File: src/rtl/subleq_core.sv
// subleq_core: SUBLEQ instruction sequencer, six bus cycles per instruction.
// Fetches A, B, C at pc..pc+2, reads mem[A] and mem[B], writes mem[B]-mem[A]
// back to B and branches to C when the result is <= 0.
// Width comes from the WORD_SIZE macro (defaults to 16 if not defined).
// Optional feature macro: SUBLEQ_STALL_EN -- retry operand reads from the
// input port while it signals "not available" instead of halting.
`ifndef WORD_SIZE
`define WORD_SIZE 16
`endif

module subleq_core (
  input  logic                    clk,
  input  logic                    reset_n,
  input  logic                    halt,
  input  logic [`WORD_SIZE-1:0]   data_in,
  output logic                    load,
  output logic [`WORD_SIZE-1:0]   addr,
  output logic [`WORD_SIZE-1:0]   data_out,
  output logic                    halted,
  output logic [`WORD_SIZE-1:0]   pc
);

  localparam int DATA_W = `WORD_SIZE;

  typedef enum logic [2:0] {
    FETCH_A, FETCH_B, FETCH_C, READ_A, READ_B, WRITE_B, HALTED
  } state_t;

  state_t state, state_nx;

  logic [DATA_W-1:0]        ra, rb, rc, va, vb;
  logic signed [DATA_W-1:0] diff;
  logic                     taken;
  logic                     stall;

  // Result <= 0 in two's complement: zero or sign bit set.
  function automatic logic branch_taken(input logic signed [DATA_W-1:0] d);
    return (d <= 0);
  endfunction

  assign diff   = signed'(vb - va);
  assign taken  = branch_taken(diff);
  assign halted = (state == HALTED);

`ifdef SUBLEQ_STALL_EN
  localparam logic [DATA_W-1:0] IN_ADDR = {{(DATA_W-1){1'b1}}, 1'b0};
  // A halt while reading the input port means "no word yet": hold and retry.
  assign stall = halt && (((state == READ_A) && (ra == IN_ADDR)) ||
                          ((state == READ_B) && (rb == IN_ADDR)));
`else
  assign stall = 1'b0;
`endif

  // Next-state and bus outputs; reset forces an idle read bus immediately so
  // a WRITE_B cut short by reset never reaches memory.
  always_comb begin
    state_nx = state;
    addr     = '0;
    load     = 1'b1;
    data_out = '0;
    case (state)
      FETCH_A: begin addr = pc;                state_nx = FETCH_B; end
      FETCH_B: begin addr = pc + DATA_W'(1);   state_nx = FETCH_C; end
      FETCH_C: begin addr = pc + DATA_W'(2);   state_nx = READ_A;  end
      READ_A:  begin addr = ra;                state_nx = READ_B;  end
      READ_B:  begin addr = rb;                state_nx = WRITE_B; end
      WRITE_B: begin
        addr     = rb;
        load     = 1'b0;
        data_out = diff;
        state_nx = FETCH_A;
      end
      HALTED:  state_nx = HALTED;
      default: state_nx = HALTED;
    endcase
    if ((state != HALTED) && halt)
      state_nx = stall ? state : HALTED;
    if (!reset_n) begin
      load     = 1'b1;
      addr     = '0;
      data_out = '0;
    end
  end

  // State register and operand latches; a halted cycle latches nothing.
  always_ff @(posedge clk) begin
    if (!reset_n) begin
      state <= FETCH_A;
      pc    <= '0;
      ra    <= '0;
      rb    <= '0;
      rc    <= '0;
      va    <= '0;
      vb    <= '0;
    end else begin
      state <= state_nx;
      if (!halt) begin
        case (state)
          FETCH_A: ra <= data_in;
          FETCH_B: rb <= data_in;
          FETCH_C: rc <= data_in;
          READ_A:  va <= data_in;
          READ_B:  vb <= data_in;
          WRITE_B: pc <= taken ? rc : pc + DATA_W'(3);
          default: ;
        endcase
      end
    end
  end

endmodule

File: config.mk
export PLATFORM = sky130hd
export DESIGN_NAME = subleq_core
export DESIGN_NICKNAME = d
export VERILOG_FILES = /design/src/rtl/subleq_core.sv
export SDC_FILE = /design/constraint.sdc
export NUM_CORES = 1
export LEC_CHECK = 0
export ABC_AREA = 1
export CAP_MARGIN = 20
export CORE_UTILIZATION = 64
export DETAILED_ROUTE_END_ITERATION = 6
export DONT_BUFFER_PORTS = 1
export GPL_TIMING_DRIVEN = 0
export MAX_ROUTING_LAYER = met4
export PLACE_DENSITY = 0.8
export REMOVE_ABC_BUFFERS = 1
export SLEW_MARGIN = 20
export SYNTH_ARGS = -nofsm -noshare
export SYNTH_HDL_FRONTEND = slang
export SYNTH_SLANG_ARGS = --single-unit
File: constraint.sdc
create_clock -name clk -period 3.2 [get_ports clk]
set_input_delay 0.64 -clock clk [delete_from_list [all_inputs] [get_ports clk]]
set_output_delay 0.64 -clock clk [all_outputs]
set_load 0.02 [all_outputs]
==> flow_summary.ini <==
; flow metrics
[synthesis]
ys_cells = 906
syn-instance-count = 906
synth.top_cell.area_share = 0.3382
yosysTopAreaCell = dfxtp_1
synth.most_common_cell = nand2_1
top_cells_by_count = nand2_1 (170), inv_1 (131), a21oi_1 (108), dfxtp_1 (99), o21ai_0 (97)
syn-cell-area_sq_mm = 0.005861
ys_area_sq_mm = 0.005861
simple_gate_share = 0.2632
yosysUniqueCellTypes = 44
adder_share = 0.04611
xor_area_frac = 0.03010
ys_warn_count = 0
avgSynthCellArea_sq_um = 6.469
synthMuxAreaShare = 0.001708
async_flop_share = 0
synth_top_flop_cell = dfxtp_1
ys_seq_frac = 0.3382
synthTopCellsByArea = dfxtp_1 (34%), nand2_1 (11%), a21oi_1 (9.2%)
synth.comb.largest_family = simple AND/OR/NAND/NOR gates

[status]
outcome = finished, violations left
violations = DRC

[critical_path]
critPathMaxStageDelay_ns = 0.56
start_kind = flip-flop
worstPathRequired_ns = 2.56
arrival_ns = 2.44
path_class = reg -> out
critPathCaptureType = output port

[global_route]
grtUsageTotal = 0.3574
antenna_found_initial = 0
grt_pass1_vias = 5363
grt_max_degree = 81

[power]
switching_share = 0.3530
pwr.group.combinational_w = 0.000829
powerClk_w = 0.000862
clkPwrFrac = 0.284
switching_power_w = 0.001070
seq_power_share = 0.442
maxPowerGroup = registers
seq_cell_power_w = 0.00134
power_density_mw_per_mm2 = 493.4
leakagePower_nw = 2.572

[cts]
post_cts_resized = 14
cts_setup_buffers = 2
path_clk_slew_ns = 0.10
numCtsBuffers = 9
cts.path.max_buffers = 2
holdBufCountCts = 0

[floorplanning]
placementRows = 34
core_area_sq_mm = 0.008806
die_area_sq_mm = 0.009544
die_y_microns = 97.70
ios = 69

[finish]
antenna_cells = 0
drive_above_1_share = 0.06441
syn_to_final_growth_pct = 4.804

[drt]
drt_pass1_iterations = 7
wl_microns = 16040
drt-initial-drc-count = 447
drc_errors = 4
ant_nets = 0
vias_per_cell = 5.839

[flow_run]
tool_warnings = 29
maxCapViolCount = 0

[placement]
detailedPlace.worstSlack_ns = -0.2159
gp_congestion = 0.9498
place_hpwl_microns = 11450
post_dp_cell_area_sq_mm = 0.005829
portBuffers = 0

[final_timing]
setup_viol = 0
final-hold-violation-count = 0
fin_crit_ns = 3.084
fmax_mhz = 324.2
finalCritPeriodShare = 0.9638
worst_slew_pin_slew_ns = 0.9135
fin_tns_setup_ns = 0

[min_path]
hold_class = in -> reg
worst max-delay path, delay by kind of cell, from the launching register on:
family	cells	cell delay, ns
AND-OR/OR-AND	3	0.69
flip-flops	1	0.56
buffers and inverters	2	0.35
multiplexers	1	0.31
AND/OR/NAND/NOR	1	0.15
path summary, 6_finish.rpt:
path,start,to,slack (ns),cells past startpoint
worst max-delay path,state[2],addr[6],0.12,7
worst min-delay path,halt,state[0],0.34,1
worst max register to register,vb[0],pc[0],0.40,20
worst min register to register,rc[5],rc[5],0.45,2
cell usage in the layout (no fill, tap or decap), types with 6 or more instances in the layout:
cell,n
inv_1,128
o21ai_0,96
inv_2,6
ha_1,20
nand3_1,72
clkbuf_8,11
xor2_1,12
nor2_1,90
a21oi_1,104
nand4_1,6
nor3_1,6
nand2_1,168
dfxtp_1,96
layer usage:
layer	vias up	global-route usage	wire length [microns]	part of all wire
met1	2630	0.4747	7164	0.45
met4	0	0.1154	329	0.021
met3	43	0.06043	1093	0.068
li1	2893	-	-	-
met2	232	0.5554	7448	0.46
met5	-	-	0	0
stage by stage:
stage          utilization  total power [W]  std cells
2_1_floorplan            -         0.001968        867
3_3_place_gp        0.6620         0.002131        975
3_5_place_dp        0.6620         0.002154        975
4_1_cts             0.6934         0.003010        993
5_1_grt             0.6975         0.003185        993
6_report            0.6975         0.003030        993
state kept, by name, summed over array words and instances (netlist names):
register and count:
va 16, rc 16, rb 16, ra 16, vb 16, pc 16
state 3
final cells by class:
type	count	area, sq um
Inverter	136	516.7
Multi-Input combinational cell	632	3274
Sequential cell	99	1988
Clock inverter	5	61.31
Tap cell	108	135.1
Fill cell	790	2664
Timing Repair Buffer	2	15.01
Clock buffer	11	151.4
### The metal 1 layer

Bar = 20 microns. Supply wires on this layer in grey.
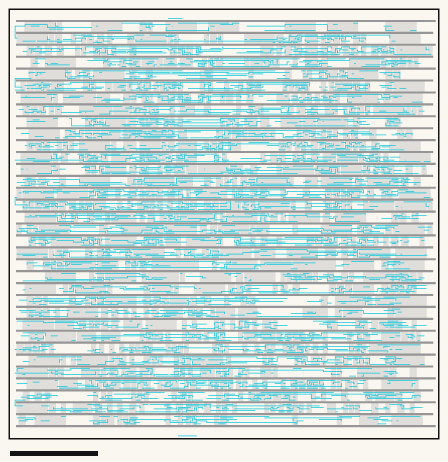
main direction: horizontal
share of all routed wire: 45%

### Drive-strength map

Bar = 20 microns.
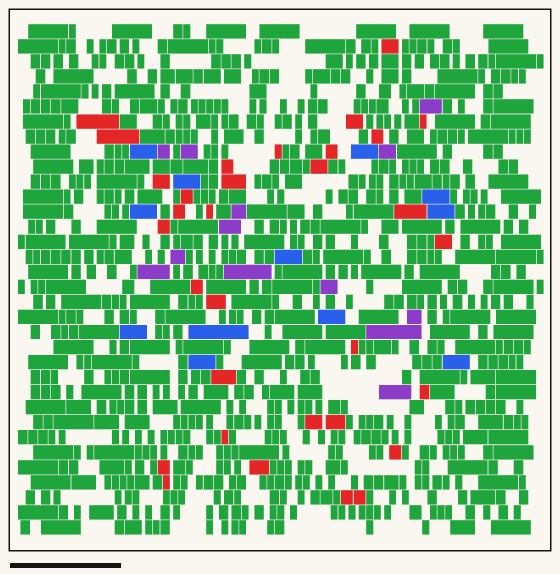
legend:
  drive 1 or less:
    colour: green
    cells: 828
    share: 94%
  drive 3 to 4:
    colour: purple
    cells: 13
    share: 1.5%
  drive 2:
    colour: red
    cells: 32
    share: 3.6%
  drive 6 and up:
    colour: blue
    cells: 12
    share: 1.4%
Final Instance Area: 0.006142 sq mm
count of plain and timing-repair buffers: 2
Worst Slack Setup Final: 0.1159 ns

No activity file was given, so power comes from the tool's default toggle rates.
